==> config.mk <==
export PLATFORM = sky130hd
export DESIGN_NAME = if_stage_ctrl
export DESIGN_NICKNAME = d
export VERILOG_FILES = /design/src/rtl/if_stage_ctrl.sv
export SDC_FILE = /design/constraint.sdc
export NUM_CORES = 1
export LEC_CHECK = 0
export CORE_ASPECT_RATIO = 0.75
export CORE_MARGIN = 3
export CORE_UTILIZATION = 41
export CTS_CLUSTER_DIAMETER = 30
export DETAILED_ROUTE_END_ITERATION = 10
export PLACE_DENSITY_LB_ADDON = 0.3
export SLEW_MARGIN = 20
export SYNTH_ARGS = -nofsm -noshare
export SYNTH_HDL_FRONTEND = slang
export SYNTH_SLANG_ARGS = --single-unit
==> constraint.sdc <==
create_clock -name clk_i -period 5.25 [get_ports clk_i]
set_input_delay 0.525 -clock clk_i [delete_from_list [all_inputs] [get_ports clk_i]]
set_output_delay 0.525 -clock clk_i [all_outputs]
set_load 0.01 [all_outputs]
Sequential cells coloured by netlist name:
Other sequential cells in the stronger grey, the rest of the logic in the fainter grey.
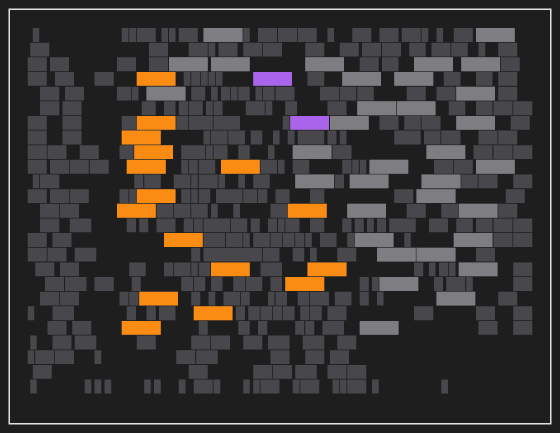
colour	name in the netlist	sequential cells
orange	imem_addr_o	16
purple	fetch_state_o	2
not coloured	33
seq pwr: 424 uW
Seq/total area: 26.8%
register area: 1020 sq um
Util after Layout: 59.7%

Metal 1:
Supply wires on this layer in grey.
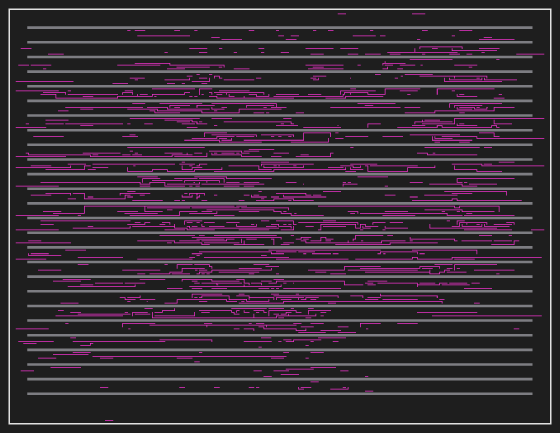
share of all routed wire	48%
nets with wire on the layer	373
main direction	horizontal
met1 usage: 25.1%
vias: 2378
drt total wl: 6910 microns

Power grid:
Pins as bars on the die edge.
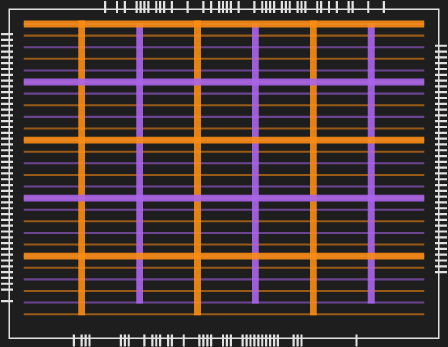
colour	net
orange	VSS
purple	VDD
met1 rails	26
signal pins	159
Placeable Area: 6380 sq um
die width: 100 microns
DIE HEIGHT: 76.7 microns

Logic cells by family:
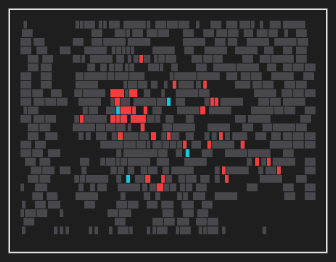
colour	family	cells	where
red	nand cells	33	middle
cyan	inv cells	4	middle
non-filler cells, final: 479
logic share of the area: 34.4%

Clock nets:
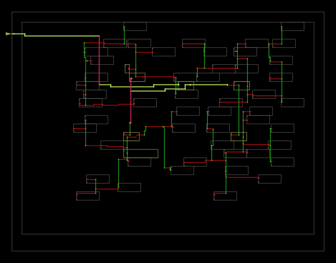
Sink Count: 51
Fin Clk Skew: 0.00424 ns
clock group power: 261 uW
clk_buf instances: 6
sequential cells: 51

==> impl_metrics.env <==
# yosys + openroad results
export IMPL_clockPowerShare_pct=30.4
export IMPL_hold_depth=2
export IMPL_clockNetworkAreaShare_pct=2.69
export IMPL_yosys_stat_cells=308
export IMPL_dpl_worst_slack_ns=2.59
export IMPL_logic_gates=210
export IMPL_yosys_area_share_adder_pct=0.458
export IMPL_cp_data_arrival_time_ns=2.60
export IMPL_syn2layout_area_growth_pct=39.4
export IMPL_highest_layer="met4"
export IMPL_comb_power_uw=173
export IMPL_buffers=126
export IMPL_firstDrtPassIters=4
export IMPL_busiest_layer="met2"
export IMPL_synth_edff_count=0
export IMPL_cts_buffers=5
export IMPL_slew_headroom_pct=31.3
export IMPL_gp_congestion=0.766
export IMPL_rr_worst_depth=5
export IMPL_outcome="finished, final reports clean"
export IMPL_fill_cells=583
export IMPL_met2_usage_pct=26.7
export IMPL_mux_area_share_pct=6.32
export IMPL_fmax_ghz=0.423
export IMPL_post_cts_setup_buffers=0
export IMPL_mi_logic_area_sq_um=1310
export IMPL_top_area_cell_class="logic gates"
export IMPL_cts_max_path_buffers=2
export IMPL_total_leakage_power_nw=1.40
export IMPL_end_kind="flip-flop"
## Yosys cell counts, drive strengths merged, types with 2 or more instances
cell    count  share of area (%)
or3         4               0.92
o211ai      2               0.55
dfxtp      51                 37
or2         2               0.46
a31oi       5                1.1
a211oi      5                1.4
o21ai      24                4.4
and2        3               0.69
xnor2      13                4.2
nor4        5                1.1
xor2        6                1.9
nor2       17                2.4
clkbuf     14                2.0
nor3        5               0.92
nand4       2               0.69
mux2       10                4.1
or4         5                1.6
inv         4               0.55
a21oi       8                1.5
buf        60                 16
mux2i       6                2.2
nand2      22                3.1
nand3       7                1.5
a22o       17                5.4
## critical path, stage by stage
cell	delay [ns]
clkdlybuf4s50_1	0.69
or2_2	0.48
nor2_2	0.60
o211ai_1	0.18
nand3_1	0.12
Power and IR drop assume default switching activity.
